Figure 1. Nets reached from selected ports (run 1).
(4 px per µm)
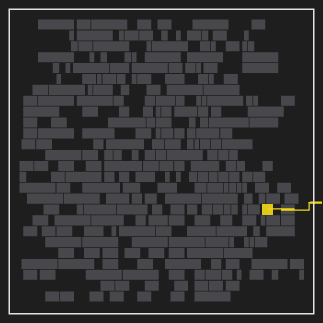
Figure 2. Gate families picked out (run 1).
(6 px per µm)
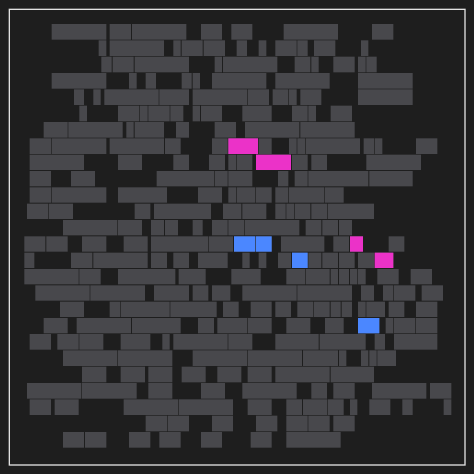
Figure 3. Pin map (run 1).
(6 px per µm) Pins as bars across the die edge, other pins in gray.
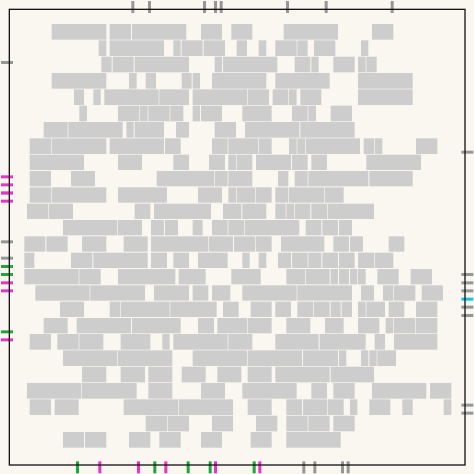
`src/rtl/master_port_if.sv`:
```
// Serial bus between a master port and the arbiter/slave side.
// The master modport drives request, serial write data, mode and valid; the slave modport drives the rest.
interface master_port_if;
  logic mbreq;
  logic mbgrant;
  logic mwdata;
  logic mmode;
  logic mvalid;
  logic mrdata;
  logic svalid;
  logic sready;
  logic ssplit;

  modport master (
    output mbreq, mwdata, mmode, mvalid,
    input  mbgrant, mrdata, svalid, sready, ssplit
  );

  modport slave (
    input  mbreq, mwdata, mmode, mvalid,
    output mbgrant, mrdata, svalid, sready, ssplit
  );
endinterface

```
`src/rtl/master_port.sv`:
```
// Serial bus master: takes one parallel read/write request, shifts address/write data out LSB-first,
// and deserialises read data. Optional RWAIT/SPLIT timeout is enabled by defining MASTER_TIMEOUT_EN.
module master_port #(
  parameter int unsigned ADDR_WIDTH = 12,
  parameter int unsigned DATA_WIDTH = 8,
  parameter int unsigned TIMEOUT    = 255
) (
  input  logic                  clk,
  input  logic                  rstn,
  input  logic                  dvalid,
  input  logic                  dmode,
  input  logic [ADDR_WIDTH-1:0] daddr,
  input  logic [DATA_WIDTH-1:0] dwdata,
  output logic                  dready,
  output logic [DATA_WIDTH-1:0] drdata,
  output logic                  drvalid,
  output logic                  derr,
  master_port_if.master         bus
);

  localparam int unsigned MAXW = (ADDR_WIDTH > DATA_WIDTH) ? ADDR_WIDTH : DATA_WIDTH;
  localparam int unsigned CW   = $clog2(MAXW) + 1;
  localparam logic [CW-1:0] AW_LAST = CW'(ADDR_WIDTH - 1);
  localparam logic [CW-1:0] DW_LAST = CW'(DATA_WIDTH - 1);

  typedef enum logic [2:0] {
    S_IDLE, S_REQ, S_ADDR, S_WDATA, S_RWAIT, S_SPLIT, S_RDATA, S_DONE
  } state_t;

  state_t                r_state, w_state_nxt;
  logic [CW-1:0]         r_cnt, w_cnt_nxt;
  logic                  r_mode;
  logic [ADDR_WIDTH-1:0] r_addr, w_addr_sh;
  logic [DATA_WIDTH-1:0] r_wdata, w_wdata_sh;
  logic [DATA_WIDTH-1:0] r_rbuf, w_rbuf_nxt, w_bit_mask;
  logic [DATA_WIDTH-1:0] r_drdata;
  logic                  r_dready;
  logic                  r_derr;
  logic                  w_accept, w_capture, w_timeout, w_tmo_hit;
  logic                  w_mbreq, w_mvalid, w_mwdata, w_mmode;

  assign w_addr_sh  = r_addr >> r_cnt;
  assign w_wdata_sh = r_wdata >> r_cnt;
  assign w_bit_mask = DATA_WIDTH'(1) << r_cnt;

`ifdef MASTER_TIMEOUT_EN
  localparam int unsigned TW = $clog2(TIMEOUT + 1);
  localparam logic [TW-1:0] TMO_LAST = TW'(TIMEOUT - 1);
  logic [TW-1:0] r_tcnt;

  // Cleared while the address goes out, so it measures the whole RWAIT+SPLIT wait; frozen elsewhere.
  always_ff @(posedge clk or negedge rstn) begin
    if (!rstn)                                  r_tcnt <= '0;
    else if (r_state == S_ADDR)                 r_tcnt <= '0;
    else if (r_state inside {S_RWAIT, S_SPLIT}) r_tcnt <= r_tcnt + 1'b1;
  end

  assign w_tmo_hit = (r_tcnt == TMO_LAST);
`else
  assign w_tmo_hit = 1'b0;
`endif

  always_comb begin
    w_state_nxt = r_state;
    w_cnt_nxt   = r_cnt;
    w_accept    = 1'b0;
    w_capture   = 1'b0;
    w_timeout   = 1'b0;
    w_mbreq     = 1'b0;
    w_mvalid    = 1'b0;
    w_mwdata    = 1'b0;
    w_mmode     = 1'b0;
    w_rbuf_nxt  = r_rbuf;

    unique case (r_state)
      S_IDLE: begin
        if (r_dready && dvalid) begin
          w_accept    = 1'b1;
          w_state_nxt = S_REQ;
        end
      end
      S_REQ: begin
        w_mbreq = 1'b1;
        if (bus.mbgrant && bus.sready) w_state_nxt = S_ADDR;
      end
      S_ADDR: begin
        w_mbreq  = 1'b1;
        w_mvalid = 1'b1;
        w_mmode  = r_mode;
        w_mwdata = w_addr_sh[0];
        if (r_cnt == AW_LAST) begin
          w_cnt_nxt   = '0;
          w_state_nxt = r_mode ? S_WDATA : S_RWAIT;
        end else begin
          w_cnt_nxt = r_cnt + 1'b1;
        end
      end
      S_WDATA: begin
        w_mbreq  = 1'b1;
        w_mvalid = 1'b1;
        w_mwdata = w_wdata_sh[0];
        if (r_cnt == DW_LAST) begin
          w_cnt_nxt   = '0;
          w_state_nxt = S_DONE;
        end else begin
          w_cnt_nxt = r_cnt + 1'b1;
        end
      end
      S_RWAIT: begin
        w_mbreq = 1'b1;
        if (bus.svalid)      w_capture = 1'b1;
        else if (bus.ssplit) w_state_nxt = S_SPLIT;
        else if (w_tmo_hit)  w_timeout = 1'b1;
      end
      S_SPLIT: begin
        if (bus.svalid)     w_capture = 1'b1;
        else if (w_tmo_hit) w_timeout = 1'b1;
      end
      S_RDATA: begin
        w_mbreq = 1'b1;
        if (bus.svalid) w_capture = 1'b1;
      end
      S_DONE: w_state_nxt = S_IDLE;
      default: w_state_nxt = S_IDLE;
    endcase

    // Bit capture is shared by RWAIT/SPLIT (cnt is 0 there) and RDATA.
    if (w_capture) begin
      w_rbuf_nxt = (r_rbuf & ~w_bit_mask) | (bus.mrdata ? w_bit_mask : '0);
      if (r_cnt == DW_LAST) begin
        w_cnt_nxt   = '0;
        w_state_nxt = S_DONE;
      end else begin
        w_cnt_nxt   = r_cnt + 1'b1;
        w_state_nxt = S_RDATA;
      end
    end
    if (w_timeout) w_state_nxt = S_IDLE;
  end

  always_ff @(posedge clk or negedge rstn) begin
    if (!rstn) begin
      r_state  <= S_IDLE;
      r_cnt    <= '0;
      r_mode   <= 1'b0;
      r_addr   <= '0;
      r_wdata  <= '0;
      r_rbuf   <= '0;
      r_drdata <= '0;
      r_dready <= 1'b0;
      r_derr   <= 1'b0;
    end else begin
      r_state  <= w_state_nxt;
      r_cnt    <= w_cnt_nxt;
      r_dready <= (w_state_nxt == S_IDLE);
      r_derr   <= w_timeout;
      r_rbuf   <= w_rbuf_nxt;
      if (w_accept) begin
        r_mode  <= dmode;
        r_addr  <= daddr;
        r_wdata <= dwdata;
        r_rbuf  <= '0;
      end
      if (w_capture && (r_cnt == DW_LAST)) r_drdata <= w_rbuf_nxt;
    end
  end

  // dready is registered so it reads 0 while reset is asserted.
  assign dready     = r_dready;
  assign drdata     = r_drdata;
  assign drvalid    = (r_state == S_DONE);
  assign derr       = r_derr;
  assign bus.mbreq  = w_mbreq;
  assign bus.mvalid = w_mvalid;
  assign bus.mwdata = w_mwdata;
  assign bus.mmode  = w_mmode;

endmodule
```
`src/flat_wrapper.sv`:
```
// flat-port wrapper written by rule: the top's interface ports become plain ports
module master_port_flat 
#(
  parameter int unsigned ADDR_WIDTH = 12,
  parameter int unsigned DATA_WIDTH = 8,
  parameter int unsigned TIMEOUT    = 255
)
  (clk, rstn, dvalid, dmode, daddr, dwdata, dready, drdata, drvalid, derr, bus_mbreq, bus_mwdata, bus_mmode, bus_mvalid, bus_mbgrant, bus_mrdata, bus_svalid, bus_sready, bus_ssplit);
  master_port_if bus_i ();
  input  logic clk;
  input  logic rstn;
  input  logic dvalid;
  input  logic dmode;
  input  logic [ADDR_WIDTH-1:0] daddr;
  input  logic [DATA_WIDTH-1:0] dwdata;
  output logic dready;
  output logic [DATA_WIDTH-1:0] drdata;
  output logic drvalid;
  output logic derr;
  output wire logic [$bits(bus_i.mbreq)-1:0] bus_mbreq;
  output wire logic [$bits(bus_i.mwdata)-1:0] bus_mwdata;
  output wire logic [$bits(bus_i.mmode)-1:0] bus_mmode;
  output wire logic [$bits(bus_i.mvalid)-1:0] bus_mvalid;
  input wire logic [$bits(bus_i.mbgrant)-1:0] bus_mbgrant;
  input wire logic [$bits(bus_i.mrdata)-1:0] bus_mrdata;
  input wire logic [$bits(bus_i.svalid)-1:0] bus_svalid;
  input wire logic [$bits(bus_i.sready)-1:0] bus_sready;
  input wire logic [$bits(bus_i.ssplit)-1:0] bus_ssplit;
  assign bus_mbreq = bus_i.mbreq;
  assign bus_mwdata = bus_i.mwdata;
  assign bus_mmode = bus_i.mmode;
  assign bus_mvalid = bus_i.mvalid;
  assign bus_i.mbgrant = bus_mbgrant;
  assign bus_i.mrdata = bus_mrdata;
  assign bus_i.svalid = bus_svalid;
  assign bus_i.sready = bus_sready;
  assign bus_i.ssplit = bus_ssplit;
  master_port #(.ADDR_WIDTH(ADDR_WIDTH), .DATA_WIDTH(DATA_WIDTH), .TIMEOUT(TIMEOUT)) u_core (.clk(clk), .rstn(rstn), .dvalid(dvalid), .dmode(dmode), .daddr(daddr), .dwdata(dwdata), .dready(dready), .drdata(drdata), .drvalid(drvalid), .derr(derr), .bus(bus_i));
endmodule
```
`config.mk`:
```
export PLATFORM = sky130hd
export DESIGN_NAME = master_port_flat
export DESIGN_NICKNAME = d
export VERILOG_FILES = /design/src/rtl/master_port_if.sv /design/src/rtl/master_port.sv /design/src/flat_wrapper.sv
export SDC_FILE = /design/constraint.sdc
export NUM_CORES = 1
export LEC_CHECK = 0
export CORE_MARGIN = 2
export CORE_UTILIZATION = 45
export DETAILED_ROUTE_END_ITERATION = 8
export MAX_ROUTING_LAYER = met4
export PLACE_DENSITY_LB_ADDON = 0.15
export SYNTH_ARGS = -nofsm -noshare
export SYNTH_HDL_FRONTEND = slang
export SYNTH_SLANG_ARGS = --single-unit
```
`constraint.sdc`:
```
create_clock -name clk -period 1.7 [get_ports clk]
set_input_delay 0.255 -clock clk [delete_from_list [all_inputs] [get_ports clk]]
set_output_delay 0.255 -clock clk [all_outputs]
set_load 0.005 [all_outputs]
```
==> impl_metrics.json, run 1 <==
{
  "status": "complete, but fails checks",
  "violations": "setup timing",
  "numSynthFlops": 46,
  "track_usage_pct": 19.80,
  "top_cells_by_count": "46 x dfrtp_1, 27 x nor2_1, 21 x mux2_1, 13 x a21oi_1, 9 x mux2i_1",
  "drtPass1Iterations": 4,
  "edf_count": 0,
  "yosys.area.top_type": "dfrtp_1",
  "num_antenna_cells": 0,
  "r2r_cells": 8,
  "aoi_share_pct": 9.243,
  "final_antenna_net_count": 0,
  "synth_dominant_cell_count": "dfrtp_1",
  "routedWlPerCell_um": 14.69,
  "logic_family": "multiplexers",
  "drive_above_1_share_pct": 29.63,
  "crit_type": "reg -> out",
  "grt_overflow": 0,
  "area_leaders": "dfrtp_1 50%, mux2_1 10%, nor2_1 4.4%",
  "worstPathRequired_ps": 1440,
  "ctsLongestPathBuffers": 2,
  "drtIter0Drc": 83,
  "chipArea_um2": 5734,
  "drv_slew": 0,
  "mux_area_share_pct": 18.65,
  "xor_share_pct": 0.7568,
  "combGateArea_um2": 1182,
  "finalHoldViolCount": 0,
  "gp_congestion": 0.8279,
  "period_used_pct": 122.9,
  "grt_max_degree": 25,
  "synth_stat.cells": 195,
  "r2r-end": "u_core.dready",
  "cts_tree": "built",
  "simple_gate_area_share_pct": 16.70,
  "cts_buffers": 5,
  "top_cell_area_share_pct": 49.73,
  "fin_util_pct": 65.09,
  "row_count": 26,
  "drt_wl_total_mm": 4.996,
  "setup_viol": 6,
  "setup_slack_ps": -388.8,
  "synth_warnings": 0,
  "max_cap_viol_count": 0,
  "warnings": 28,
  "adder_share_pct": 0.5405
}
-- Figure 1 (at the start) --
`bus_ssplit` -> yellow  # direction input, edge right, end cells 1, wire 15.8 µm
I/O pin cnt: 44
PortBufs: 42

-- Figure 2 (at the start) --
AND and OR gates -> magenta  # cells 4
AND-OR and OR-AND gates -> blue  # cells 4, where center

-- Figure 3 (at the start) --
`daddr` -> magenta  # pins 12, direction input, edge 7 left, 5 bottom
`bus_ssplit` -> cyan  # pins 1, direction input, edge right
`dwdata` -> green  # pins 8, direction input, edge 5 bottom, 3 left

run 1: flip-flops by register name, summed over array words and instances, names as in the netlist:
register / count
u_core.dready: 1
u_core.r_mode: 1
u_core.r_wdata: 8
u_core.r_cnt: 5
u_core.drdata: 8
u_core.r_rbuf: 8
u_core.r_state: 3
u_core.r_addr: 12
run 1: worst max-delay path, cell delays in order, from the launching register on:
cell             delay [ps]
dfrtp_1                 420
buf_4                   200
nor4bb_2                270
buf_4                   150
clkdlybuf4s50_1         490
run 1: power by group:
| group | internal, W | total [W] | switching, W |
|---|---|---|---|
| Sequential | 0.00161 | 0.00192 | 0.000313 |
| Clock | 0.000328 | 0.000689 | 0.000360 |
| Combinational | 0.00155 | 0.00278 | 0.00123 |
| Total | 0.00349 | 0.00539 | 0.00190 |
run 1: per-layer routing:
| layer | GRT usage [%] | part of all wire, % | up-vias |
|---|---|---|---|
| li1 | - | - | 851 |
| met1 | 27.84 | 48 | 864 |
| met2 | 29.18 | 47 | 30 |
| met3 | 3.571 | 3.1 | 7 |
| met4 | 6.433 | 1.5 | 0 |
| met5 | - | 0 | - |
run 1: stage by stage:
| stage | hold slack (ps) | power (W) |
|---|---|---|
| 2_1_floorplan | -40.59 | 0.003274 |
| 3_3_place_gp | 265.1 | 0.004244 |
| 3_5_place_dp | 267.4 | 0.004288 |
| 4_1_cts | 485.5 | 0.005171 |
| 5_1_grt | 501.1 | 0.005785 |
| 6_report | 464.3 | 0.005393 |
run 1: worst min path at each step:
| stage | startpoint | endpoint | slack (ps) | depth (start not counted) |
|---|---|---|---|---|
| final | rstn | u_core.dready | 460 | 2 |
| after global placement | rstn | u_core.dready | 270 | 1 |
| after CTS | rstn | u_core.dready | 490 | 2 |
| after detailed placement | rstn | u_core.dready | 270 | 1 |
| after global routing | u_core.r_wdata[5] | u_core.r_wdata[5] | 500 | 1 |
| after floorplan | rstn | u_core.drdata[0] | -40 | 0 |
run 1: cell type report:
| cell class | count | share of cell area, % |
|---|---|---|
| clock buffer | 7 | 2.631 |
| timing repair buffer | 80 | 22.99 |
| tap | 70 | 2.669 |
| clock inverter | 1 | 0.1525 |
| inverter | 3 | 0.3431 |
| multi-input combinational | 133 | 36.03 |
| sequential | 46 | 35.19 |
run 1: cells in the final DEF (no fill, tap or decap), drive strengths merged, types with 2 or more instances in the layout:
master	synthesis	routed
nand3	3	3
buf	12	39
a21o	2	2
o31ai	3	3
mux2	22	22
dfrtp	46	46
nor4bb	2	2
nand2	9	9
clkdlybuf4s50	0	40
mux4	4	4
a21oi	13	13
o21ai	2	2
nand3b	4	4
mux2i	9	9
nor2	27	27
nand2b	4	4
nor4	2	2
inv	3	3
a31oi	2	2
clkbuf	1	7
nand4	2	2
nor3	2	2
run 1: what timing repair did:
item | 4_1_cts | 5_1_grt
setup buffers | 7 | 1
pin swaps | 7 | 8
hold endpoints to repair | 22 | 0
gates cloned | 0 | 0
hold buffers | 1 | 0
gates resized | 14 | 20
setup endpoints to repair | 19 | 21
## Run 2: what changed since run 1
- ABC_AREA: default -> 1
Figure 4. Drive-strength map (run 2).
(6 px per µm)
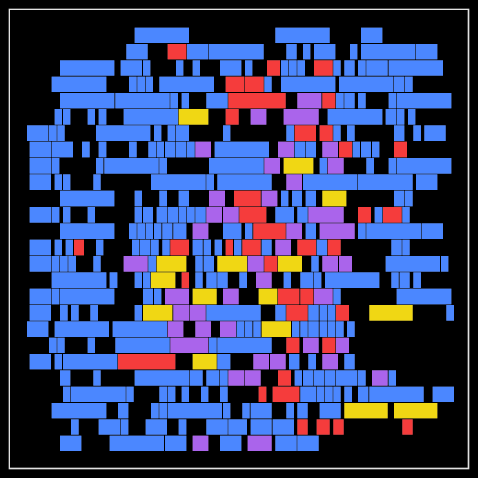
drive 1 or less -> blue  # cells 284, most used nand2_1
drive 3 to 4 -> purple  # cells 42, most used buf_4
drive 2 -> red  # cells 39, most used nand2_2
drive 6 and up -> yellow  # cells 15, most used clkbuf_8
Final WS setup: -224.4 ps
Plain + repair buffers: 80
area delta synth->final: 41.12%
final instance area: 3319 µm²

==> impl_metrics.json, run 2 <==
{
  "status": "complete, but fails checks",
  "violations": "setup timing",
  "htreeDepth": 2,
  "die.size.y_um": 76.30,
  "rsz0062_at_grt": "true",
  "power_w": 0.005235,
  "cp-endpoint": "bus_mwdata",
  "warnings": 28,
  "min_period_ps": 1924,
  "synthFlopType": "dfrtp_1",
  "finClkSkew_ps": 8.228,
  "final_common_cell": "nand2_1",
  "drtIter0Drc": 201,
  "peakVddDrop_v": 0.0007318,
  "crit_top_cell": "nand3_1",
  "yosys.area.top_type": "dfrtp_1",
  "regMostFlops": "u_core.r_addr",
  "slowest_delay_ps": 420,
  "p_leak_nw": 1.637,
  "core_area_um2": 5075,
  "row_count": 26,
  "syn_inst": 303,
  "numSynthFlops": 46,
  "synth_warnings": 0,
  "syn_area_um2": 2352,
  "reg2reg_slack_ps": -10,
  "layout.nets": 409,
  "track_usage_pct": 21.01,
  "cpLargestDelayFamily": "simple AND/OR/NAND/NOR gates",
  "max_freq_mhz": 519.6,
  "largest_register_ffs": 12,
  "fin_util_pct": 65.41,
  "routedWlPerCell_um": 12.52,
  "final_antenna_net_count": 0,
  "cp-end-kind": "output port",
  "vias_per_cell": 4.896,
  "crit_buf_inv": 3,
  "drv_slew": 0,
  "synth.distinct_cells": 29,
  "ctsLongestPathBuffers": 2,
  "chipArea_um2": 5822,
  "async_flop_share_pct": 100.0,
  "crit_chain": "inv_2 -> buf_4 -> nand4_1 -> nand3_1 -> nand3_1 -> nand3_1 -> nand2_1 -> a21oi_2 -> buf_2",
  "cp.arrival_ps": 1670,
  "clock_sinks": 46,
  "cts_buffers": 5,
  "gp_congestion": 0.8963,
  "crit_path_top_delay_cell": "dfrtp_1",
  "period_used_pct": 113.2,
  "portBuffers": 42,
  "grt_pass1_vias": 2233,
  "cp-start-kind": "register",
  "setup_tns_ps": -267.8,
  "min_path_type": "in -> async",
  "synth_dominant_cell_count": "nand2_1",
  "r2r-end": "u_core.drdata[5]",
  "reg2reg_from": "u_core.r_state[2]",
  "antenna_found_initial": 0,
  "fp_nets": 333,
  "crit_type": "reg -> out",
  "num_vias": 2203,
  "synth_stat.cells": 303,
  "drt_wl_total_mm": 5.636,
  "die_width_um": 76.30,
  "layout.cells.most_common_list": "101 x nand2_1, 44 x dfrtp_1, 36 x clkdlybuf4s50_1, 30 x buf_4, 23 x nor2_1",
  "edf_count": 0,
  "setup_slack_ps": -224.4,
  "grt_pass1_wl_mm": 9.673,
  "r2r_cells": 12,
  "drive_above_1_share_pct": 25.26,
  "top_cells_by_count": "110 x nand2_1, 46 x dfrtp_1, 30 x nor2_1, 23 x inv_1, 22 x nand3_1",
  "drtPass1Iterations": 4,
  "setup_viol": 7,
  "cts_tree": "built",
  "num_antenna_cells": 0,
  "io_pins": 44,
  "max_cap_viol_count": 0,
  "area_leaders": "dfrtp_1 49%, nand2_1 18%, nor2_1 4.8%",
  "grt_max_degree": 47,
  "cp_max_fo": 5,
  "finalHoldViolCount": 0,
  "path_depth": 9,
  "top_cell_area_share_pct": 48.94,
  "ys_seq_share_pct": 48.94,
  "initial_core_util_pct": 46.35,
  "syn_area_per_cell_um2": 7.763,
  "worstPathRequired_ps": 1440,
  "grt_overflow": 0,
  "yosys-stat-area_um2": 2352,
  "clkTransAtPathRegs_ps": 90
}
## run 2: per-layer routing
| layer | wire, µm | up-vias | track usage, % |
|---|---|---|---|
| met5 | 0 | - | - |
| met4 | 109 | 0 | 7.455 |
| met3 | 225 | 13 | 4.147 |
| met2 | 2766 | 60 | 35.75 |
| met1 | 2534 | 1024 | 24.90 |
| li1 | - | 1106 | - |
## run 2: worst register-to-register path, delay by kind of cell, from the launching register on
kind	cells	cell delay [ps]
buffers and inverters	5	570
AND/OR/NAND/NOR	5	480
flip-flops	1	400
AND-OR/OR-AND	2	190
## run 2: area by class of cell
| cell class | count | area (µm²) |
|---|---|---|
| Fill cell | 442 | 1755 |
| Sequential cell | 46 | 1154 |
| Multi-Input combinational cell | 218 | 1139 |
| Timing Repair Buffer | 80 | 730.7 |
| Inverter | 28 | 113.9 |
| Tap cell | 70 | 87.58 |
| Clock buffer | 7 | 86.33 |
| Clock inverter | 1 | 8.758 |
## run 2: cell families after synthesis
kind of cell,share of synthesized area [%]
and+or+nand+nor,33.46
adders and majority gates,0.5318
xor gates and xnor gates,0.7448
DFF,48.94
other,0.1594
AOI/OAI and AO/OA,7.659
buffers and inverters,8.510
## run 2: how the worst min path moves through the flow
stage | to | slack (ps) | cells after the start
6_report | u_core.r_rbuf[4] | 450 | 3
5_1_grt | u_core.r_rbuf[4] | 480 | 3
3_5_place_dp | u_core.r_wdata[2] | 260 | 2
3_3_place_gp | u_core.r_mode | 250 | 2
2_1_floorplan | u_core.drdata[0] | -40 | 0
4_1_cts | u_core.r_wdata[0] | 470 | 3
## run 2: metrics by stage
step	cells	hold slack [ps]	worst slack, ps	instance area (µm²)
finish	450	453.8	-224.4	3319
global route	450	480.3	-323.1	3319
CTS	449	471.6	-193.7	3201
detailed placement	436	257.5	-367.5	3027
global placement	436	251.9	-305.1	3027
floorplan	303	-40.59	136.0	2352
## run 2: where the power goes
group	switching (W)	internal (W)	total (W)
clock	0.000390	0.000337	0.000727
combinational	0.00150	0.00122	0.00272
sequential	0.000259	0.00153	0.00179
## run 2: what timing repair did
| action | in CTS | in global routing |
|---|---|---|
| buffers inserted | 5 | 3 |
| gates resized | 30 | 39 |
| setup endpoints to repair | 14 | 25 |
| pin swaps | 3 | 6 |
| hold buffers | 1 | 0 |
| endpoints found under the hold margin | 46 | 0 |
## Run 3: what changed since run 2
- CTS_CLUSTER_DIAMETER: default -> 120
Figure 5. Nets reached from selected ports (run 3).
(4 px per µm)
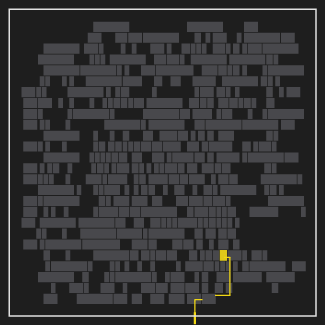
`bus_ssplit` -> yellow  # direction input, edge bottom, end cells 1, wire 20.0 µm

==> impl_metrics.json, run 3 <==
{
  "yosys-stat-area_um2": 2352,
  "final_common_cell": "nand2_1",
  "min_path_type": "in -> async",
  "cts_buffers": 5,
  "num_vias": 2203,
  "initial_core_util_pct": 46.35,
  "cp-end-kind": "output port",
  "top_cells_by_count": "110 x nand2_1, 46 x dfrtp_1, 30 x nor2_1, 23 x inv_1, 22 x nand3_1",
  "placed_cell_area_um2": 3027,
  "die.size.y_um": 76.30,
  "crit_type": "reg -> out",
  "p_leak_nw": 1.637,
  "routedWlPerCell_um": 12.52,
  "ctsLongestPathBuffers": 2,
  "area_leaders": "dfrtp_1 49%, nand2_1 18%, nor2_1 4.8%",
  "synth_dominant_cell_count": "nand2_1",
  "cp_max_fo": 5,
  "finClkSkew_ps": 8.228,
  "max_freq_mhz": 519.6,
  "max_cap_viol_count": 0,
  "layout.nets": 409,
  "clock_sinks": 46,
  "drt_wl_total_mm": 5.636,
  "die_width_um": 76.30,
  "rsz0062_at_grt": "true",
  "io_pins": 44,
  "fin_util_pct": 65.41,
  "yosys.area.top_type": "dfrtp_1",
  "area_delta_synth_final_pct": 41.12,
  "grt_max_degree": 47,
  "core_area_um2": 5075,
  "setup_slack_ps": -224.4,
  "ys_seq_share_pct": 48.94,
  "synth_stat.cells": 303,
  "drive_above_1_share_pct": 25.26,
  "antenna_found_initial": 0,
  "async_flop_share_pct": 100.0,
  "min_period_ps": 1924,
  "syn_area_um2": 2352,
  "setup_viol": 7,
  "drtPass1Iterations": 4,
  "layout.cells.most_common_list": "101 x nand2_1, 44 x dfrtp_1, 36 x clkdlybuf4s50_1, 30 x buf_4, 23 x nor2_1",
  "grt_pass1_wl_mm": 9.673,
  "violations": "setup timing",
  "track_usage_pct": 21.01,
  "warnings": 28,
  "synth.distinct_cells": 29,
  "pre_cts_ws_ps": -367.5,
  "status": "complete, but fails checks",
  "cts_tree": "built",
  "peakVddDrop_v": 0.0007318,
  "syn_inst": 303,
  "drtIter0Drc": 201,
  "vias_per_cell": 4.896,
  "chipArea_um2": 5822,
  "final_antenna_net_count": 0,
  "synth_warnings": 0,
  "portBuffers": 42,
  "num_antenna_cells": 0,
  "syn_area_per_cell_um2": 7.763,
  "edf_count": 0,
  "largest_register_ffs": 12,
  "cp.arrival_ps": 1670,
  "regMostFlops": "u_core.r_addr",
  "reg2reg_from": "u_core.r_state[2]",
  "numSynthFlops": 46,
  "synthFlopType": "dfrtp_1",
  "gp_congestion": 0.8963,
  "grt_pass1_vias": 2233,
  "cp-start-kind": "register",
  "row_count": 26,
  "fp_nets": 333
}
==> run 3: logic make-up after synthesis <==
family	Yosys count	synth area share, %
other cells	1	0.1594
fa+ha+maj	1	0.5318
simple gates	181	33.46
xor+xnor	2	0.7448
flops	46	48.94
buf+inv	39	8.510
compound gates	33	7.659
==> run 3: final timing paths <==
path / endpoint / slack [ps] / cells past startpoint
setup reg to reg: u_core.drdata[5] / -10 / 12
hold reg to reg: u_core.r_addr[9] / 490 / 2
max in group asynchronous: u_core.r_state[0] / 1000 / 3
hold / removal: u_core.r_rbuf[4] / 450 / 3
min in group clk: u_core.r_addr[0] / 480 / 3
setup / recovery: bus_mwdata / -220 / 9
==> run 3: power by group <==
| part | leakage [nW] | total [W] | switching, W | internal, W |
|---|---|---|---|---|
| clock | 0.0489 | 0.000727 | 0.000390 | 0.000337 |
| combinational | 0.994 | 0.00272 | 0.00150 | 0.00122 |
| sequential | 0.594 | 0.00179 | 0.000259 | 0.00153 |
| total | 1.64 | 0.00523 | 0.00215 | 0.00308 |
==> run 3: routing by layer <==
layer | vias up | GRT usage, % | share of wire [%]
met2 | 60 | 35.75 | 49
met5 | - | - | 0
met4 | 0 | 7.455 | 1.9
li1 | 1106 | - | -
met3 | 13 | 4.147 | 4.0
met1 | 1024 | 24.90 | 45
==> run 3: area by class of cell <==
type	count	area, µm²
fill	442	1755
sequential	46	1154
inverter	28	113.9
multi-input combinational	218	1139
timing repair buffer	80	730.7
tap	70	87.58
clock inverter	1	8.758
clock buffer	7	86.33
==> run 3: critical path, cell delays in order, from the launching register on <==
cell     delay, ps
dfrtp_1        420
inv_2           90
buf_4          150
nand4_1        130
nand3_1        120
nand3_1         80
nand3_1         70
nand2_1         60
a21oi_2        130
buf_2          130
==> run 3: through the flow <==
step	power [W]	setup TNS [ps]	cells	hold slack, ps
global route	0.005658	-1492	450	480.3
CTS	0.005034	-193.7	449	471.6
detailed placement	0.004191	-575.4	436	257.5
finish	0.005235	-267.8	450	453.8
floorplan	0.003194	0	303	-40.59
global placement	0.004134	-401.0	436	251.9
==> run 3: timing repair <==
action,4_1_cts,5_1_grt
setup buffers,5,3
gates cloned,0,0
gates resized,30,39
endpoints found under the hold margin,46,0
setup endpoints to repair,14,25
pin swaps,3,6
hold buffers,1,0

## Gallery

Cell outlines without signal wires.
panel A
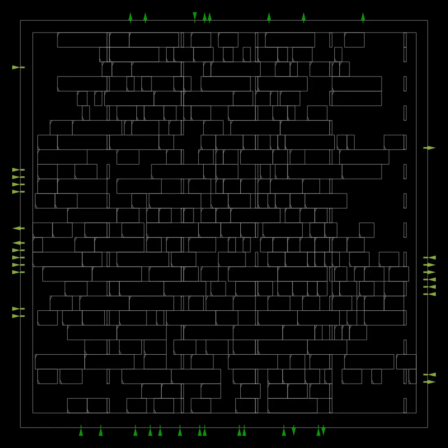
panel B
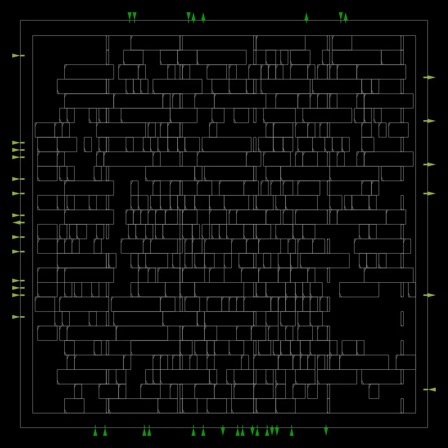
| picture | from |
|---|---|
| panel A | run 1 |
| panel B | run 2 |
The one with the most cells is panel B.

Power is estimated from default activity; no workload was simulated.
